File: src/rtl/russian_peasant_seq_multiplier_pkg.sv
// Shared types and configuration checks for the Russian-peasant sequential multiplier.
package rpm_pkg;

  typedef enum logic [1:0] {
    IDLE = 2'd0,
    RUN  = 2'd1,
    DONE = 2'd2
  } rpm_state_t;

  // Bit d set means DIGIT = d is a supported step size (1, 2 or 4).
  localparam logic [7:0] RPM_LEGAL_DIGITS = 8'b0001_0110;

  function automatic bit rpm_cfg_ok(input int width, input int digit);
    if (width < 2 || digit < 1 || digit > 4) return 1'b0;
    return RPM_LEGAL_DIGITS[digit[2:0]] && ((width % digit) == 0);
  endfunction

endpackage

File: src/rtl/russian_peasant_seq_multiplier_digit_adder.sv
// Adds the DIGIT selected partial products (mcand << i where mplier[i] is set) to the
// accumulator through a chain of generate/propagate carry adders.
module rpm_digit_adder #(
  parameter int WIDTH = 8,
  parameter int DIGIT = 1
) (
  input  logic [2*WIDTH-1:0] acc_i,
  input  logic [2*WIDTH-1:0] mcand_i,
  input  logic [DIGIT-1:0]   mplier_i,
  output logic [2*WIDTH-1:0] sum_o
);

  localparam int PW = 2 * WIDTH;
  typedef logic [PW-1:0] word_t;

  // Carry-out of the top bit is dropped: the accumulator wraps mod 2^PW.
  function automatic word_t gp_add(input word_t x, input word_t y);
    word_t          g;
    word_t          p;
    logic [PW-1:0]  c;
    g    = x & y;
    p    = x ^ y;
    c[0] = 1'b0;
    for (int i = 0; i < PW - 1; i++) begin
      c[i+1] = g[i] | (p[i] & c[i]);
    end
    return p ^ c;
  endfunction

  word_t sum;

  always_comb begin
    // NOTE: sum gets its default before the loop, so no path leaves it unassigned (no latch).
    sum = acc_i;
    for (int i = 0; i < DIGIT; i++) begin
      if (mplier_i[i]) sum = gp_add(sum, mcand_i << i);
    end
  end

  assign sum_o = sum;

endmodule

File: src/rtl/russian_peasant_seq_multiplier.sv
// Iterative unsigned shift-and-add multiplier: retires DIGIT multiplier bits per cycle,
// stops as soon as the remaining multiplier is zero, valid/ready on both sides.
module russian_peasant_seq_multiplier
  import rpm_pkg::*;
#(
  parameter int WIDTH = 8,
  parameter int DIGIT = 1
) (
  input  logic               clk,
  input  logic               rst_n,
  input  logic               in_valid,
  output logic               in_ready,
  input  logic [WIDTH-1:0]   a,
  input  logic [WIDTH-1:0]   b,
  output logic               out_valid,
  input  logic               out_ready,
  output logic [2*WIDTH-1:0] product,
  output logic               busy
);

  localparam int PW = 2 * WIDTH;

  if (!rpm_cfg_ok(WIDTH, DIGIT)) begin : g_bad_cfg
    $error("russian_peasant_seq_multiplier: illegal WIDTH/DIGIT combination");
  end

  rpm_state_t       state_q;
  logic [PW-1:0]    acc_q;
  logic [PW-1:0]    mcand_q;
  logic [WIDTH-1:0] mplier_q;
  logic [PW-1:0]    product_q;
  logic             in_ready_q;
  logic             out_valid_q;
  logic             busy_q;

  logic [PW-1:0]    acc_d;
  logic [PW-1:0]    mcand_d;
  logic [WIDTH-1:0] mplier_d;

  rpm_digit_adder #(
    .WIDTH (WIDTH),
    .DIGIT (DIGIT)
  ) u_digit_adder (
    .acc_i    (acc_q),
    .mcand_i  (mcand_q),
    .mplier_i (mplier_q[DIGIT-1:0]),
    .sum_o    (acc_d)
  );

  assign mcand_d  = mcand_q << DIGIT;
  assign mplier_d = mplier_q >> DIGIT;

  // Flag outputs are kept as registers alongside the state so they come straight from flops.
  always_ff @(posedge clk or negedge rst_n) begin
    if (!rst_n) begin
      // NOTE: datapath registers are reset too, so an aborted run leaves no stale operands.
      state_q     <= IDLE;
      acc_q       <= '0;
      mcand_q     <= '0;
      mplier_q    <= '0;
      product_q   <= '0;
      in_ready_q  <= 1'b1;
      out_valid_q <= 1'b0;
      busy_q      <= 1'b0;
    end else begin
      // NOTE: non-blocking updates so every register sees the pre-edge values of the others.
      case (state_q)
        IDLE: begin
          if (in_valid && in_ready_q) begin
            acc_q      <= '0;
            mcand_q    <= {{WIDTH{1'b0}}, b};
            mplier_q   <= a;
            state_q    <= RUN;
            in_ready_q <= 1'b0;
            busy_q     <= 1'b1;
          end
        end
        RUN: begin
          acc_q    <= acc_d;
          mcand_q  <= mcand_d;
          mplier_q <= mplier_d;
          if (mplier_d == '0) begin
            state_q     <= DONE;
            product_q   <= acc_d;
            out_valid_q <= 1'b1;
          end
        end
        DONE: begin
          if (out_ready) begin
            state_q     <= IDLE;
            out_valid_q <= 1'b0;
            in_ready_q  <= 1'b1;
            busy_q      <= 1'b0;
          end
        end
        default: begin
          state_q     <= IDLE;
          out_valid_q <= 1'b0;
          in_ready_q  <= 1'b1;
          busy_q      <= 1'b0;
        end
      endcase
    end
  end

  assign in_ready  = in_ready_q;
  assign out_valid = out_valid_q;
  assign product   = product_q;
  assign busy      = busy_q;

endmodule

File: config.mk
export PLATFORM = sky130hd
export DESIGN_NAME = russian_peasant_seq_multiplier
export DESIGN_NICKNAME = d
export VERILOG_FILES = /design/src/rtl/russian_peasant_seq_multiplier_pkg.sv /design/src/rtl/russian_peasant_seq_multiplier_digit_adder.sv /design/src/rtl/russian_peasant_seq_multiplier.sv
export SDC_FILE = /design/constraint.sdc
export NUM_CORES = 1
export LEC_CHECK = 0
export CAP_MARGIN = 10
export CORE_UTILIZATION = 50
export CTS_CLUSTER_SIZE = 20
export DETAILED_ROUTE_END_ITERATION = 8
export PLACE_DENSITY_LB_ADDON = 0.15
export SLEW_MARGIN = 20
export SYNTH_ARGS = -nofsm -noshare
export SYNTH_HDL_FRONTEND = slang
export SYNTH_SLANG_ARGS = --single-unit
export TNS_END_PERCENT = 30
File: constraint.sdc
create_clock -name clk -period 12.9 [get_ports clk]
set_input_delay 1.29 -clock clk [delete_from_list [all_inputs] [get_ports clk]]
set_output_delay 1.29 -clock clk [all_outputs]
set_load 0.02 [all_outputs]
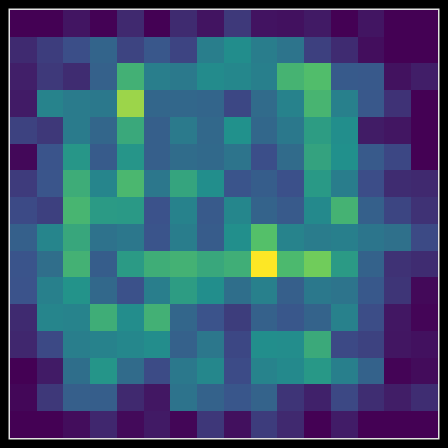
Fig. 1. Wire density map.
16 x 16 tiles, from dark purple (low) to yellow (high), scaled to the fullest tile. Values are wire area over tile area, all layers added.
tiles over half the peak: 14%
mean over tiles: 0.13
emptiest ninth of the die: south-east
routed length per instance: 14.82 um
vias after detailed routing: 1,919

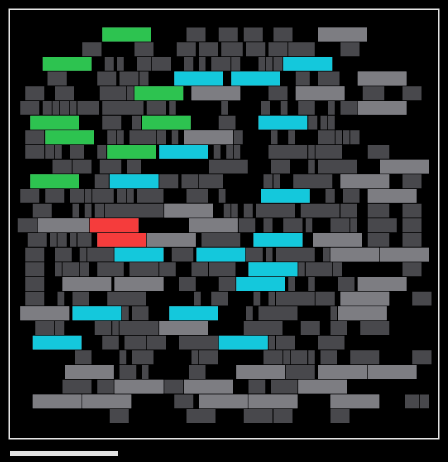
Fig. 2. Where the registers sit.
Scale bar: 20 um. Other sequential cells in the stronger grey, the rest of the logic in the fainter grey.
[cyan] mcand_q | sequential cells: 16
[red] state_q | sequential cells: 2
[green] mplier_q | sequential cells: 8 | where: north-west
sequential cell power: 0.347 mW
flip-flop and latch share of the layout cell area: 42.00%
register cell area after layout: 0.001528 sq mm
Post-Route Utilization: 64.47%

==> README.md <==
| Quantity | Value |
|:---|:---|
| Outcome | completed |
| Endpoint of the lowest-slack register-to-register path | product[14] |
| Count of maximum capacitance violations | 0 |
| Fill cell total of the finished layout | 459 |
| Grt ovf | 0 |
| Yosys Chip Area | 0.002992 sq mm |
| Main logic family | multiplexers |
| Resized cells post-CTS | 0 |
| Routed Antenna Nets | 0 |
| Final standard cell count with taps included and fillers excluded | 363 |
| Net count entering floorplan | 282 |
| Crit-path most repeated cell | sky130_fd_sc_hd__fa_1 |
| Combined area of all synthesized cells | 0.002992 sq mm |
| Comb power | 0.421 mW |
| Multiplexer share of the synthesized area | 14.81% |
| Worst setup path class | flop to flop |
| Largest net degree at the start of global routing | 62 |
| Dominant logic cell type in the layout | sky130_fd_sc_hd__dfrtp_1 |
| Non-clock buffers | 41 |
| Clock latency at the later pin of the worst-skew pair | 340 ps |
| Total length of routed wires | 5380 um |
| Slowest cell on the critical path | sky130_fd_sc_hd__fa_1 |
| Dominant kind of cell by area | registers |
| Initial DRC Count | 55 |
| Setup Buffers After CTS | 0 |
| Sequential fraction of the synthesis area | 51.07% |
| Count of cell types in the netlist | 29 |
| Buffer depth of the longest clock path | 2 |
| DRC errors left | 0 |
| Shortest period the worst path allows | 6885 ps |
| Hold buffers post-CTS | 0 |
| Number of placement rows | 27 |
| Setup slack of the worst register-to-register path | 6020 ps |
| Most common logic cells in the final layout | sky130_fd_sc_hd__dfrtp_1 (60), sky130_fd_sc_hd__clkdlybuf4s50_1 (37), sky130_fd_sc_hd__inv_1 (31) |
| Depth of the worst register-to-register path | 19 |
| Category of cells accounting for the largest share of critical-path delay | adder cells |
| Reg clk slew, reported paths | 70 ps |
| Worst path depth | 19 |
-- cell usage after synthesis --
cell	number
sky130_fd_sc_hd__xnor2_1	1
sky130_fd_sc_hd__ha_1	1
sky130_fd_sc_hd__a22o_1	24
sky130_fd_sc_hd__a21o_1	1
sky130_fd_sc_hd__mux2_2	9
sky130_fd_sc_hd__a22oi_1	1
sky130_fd_sc_hd__mux2_4	8
sky130_fd_sc_hd__o31ai_1	1
sky130_fd_sc_hd__a32o_1	1
sky130_fd_sc_hd__mux2i_1	21
sky130_fd_sc_hd__o21ai_0	16
sky130_fd_sc_hd__nand2_4	1
sky130_fd_sc_hd__buf_6	1
sky130_fd_sc_hd__buf_1	1
sky130_fd_sc_hd__dfrtp_1	60
sky130_fd_sc_hd__o2bb2ai_1	1
sky130_fd_sc_hd__mux2_1	1
sky130_fd_sc_hd__a21oi_1	9
sky130_fd_sc_hd__fa_1	14
sky130_fd_sc_hd__clkbuf_1	8
sky130_fd_sc_hd__dfstp_2	1
sky130_fd_sc_hd__nor2_1	10
sky130_fd_sc_hd__or4_4	1
sky130_fd_sc_hd__o22a_1	1
sky130_fd_sc_hd__buf_2	3
sky130_fd_sc_hd__inv_1	31
sky130_fd_sc_hd__nor4_4	1
sky130_fd_sc_hd__nand2_1	18
sky130_fd_sc_hd__xor2_1	1
-- routing by layer --
layer	track usage, %	up-vias	part of all wire, %
met1	27.46	951	49
met2	30.26	41	45
li1	-	916	-
met5	0	-	0
met3	4.943	11	3.5
met4	11.64	0	2.5
-- flip-flops by register name, summed over array words and instances (netlist names) --
name,flops
acc_q,16
busy,1
in_ready,1
mcand_q,16
mplier_q,8
out_valid,1
product,16
state_q,2
Power figures rest on the tool's default switching activity, not on a simulated workload.
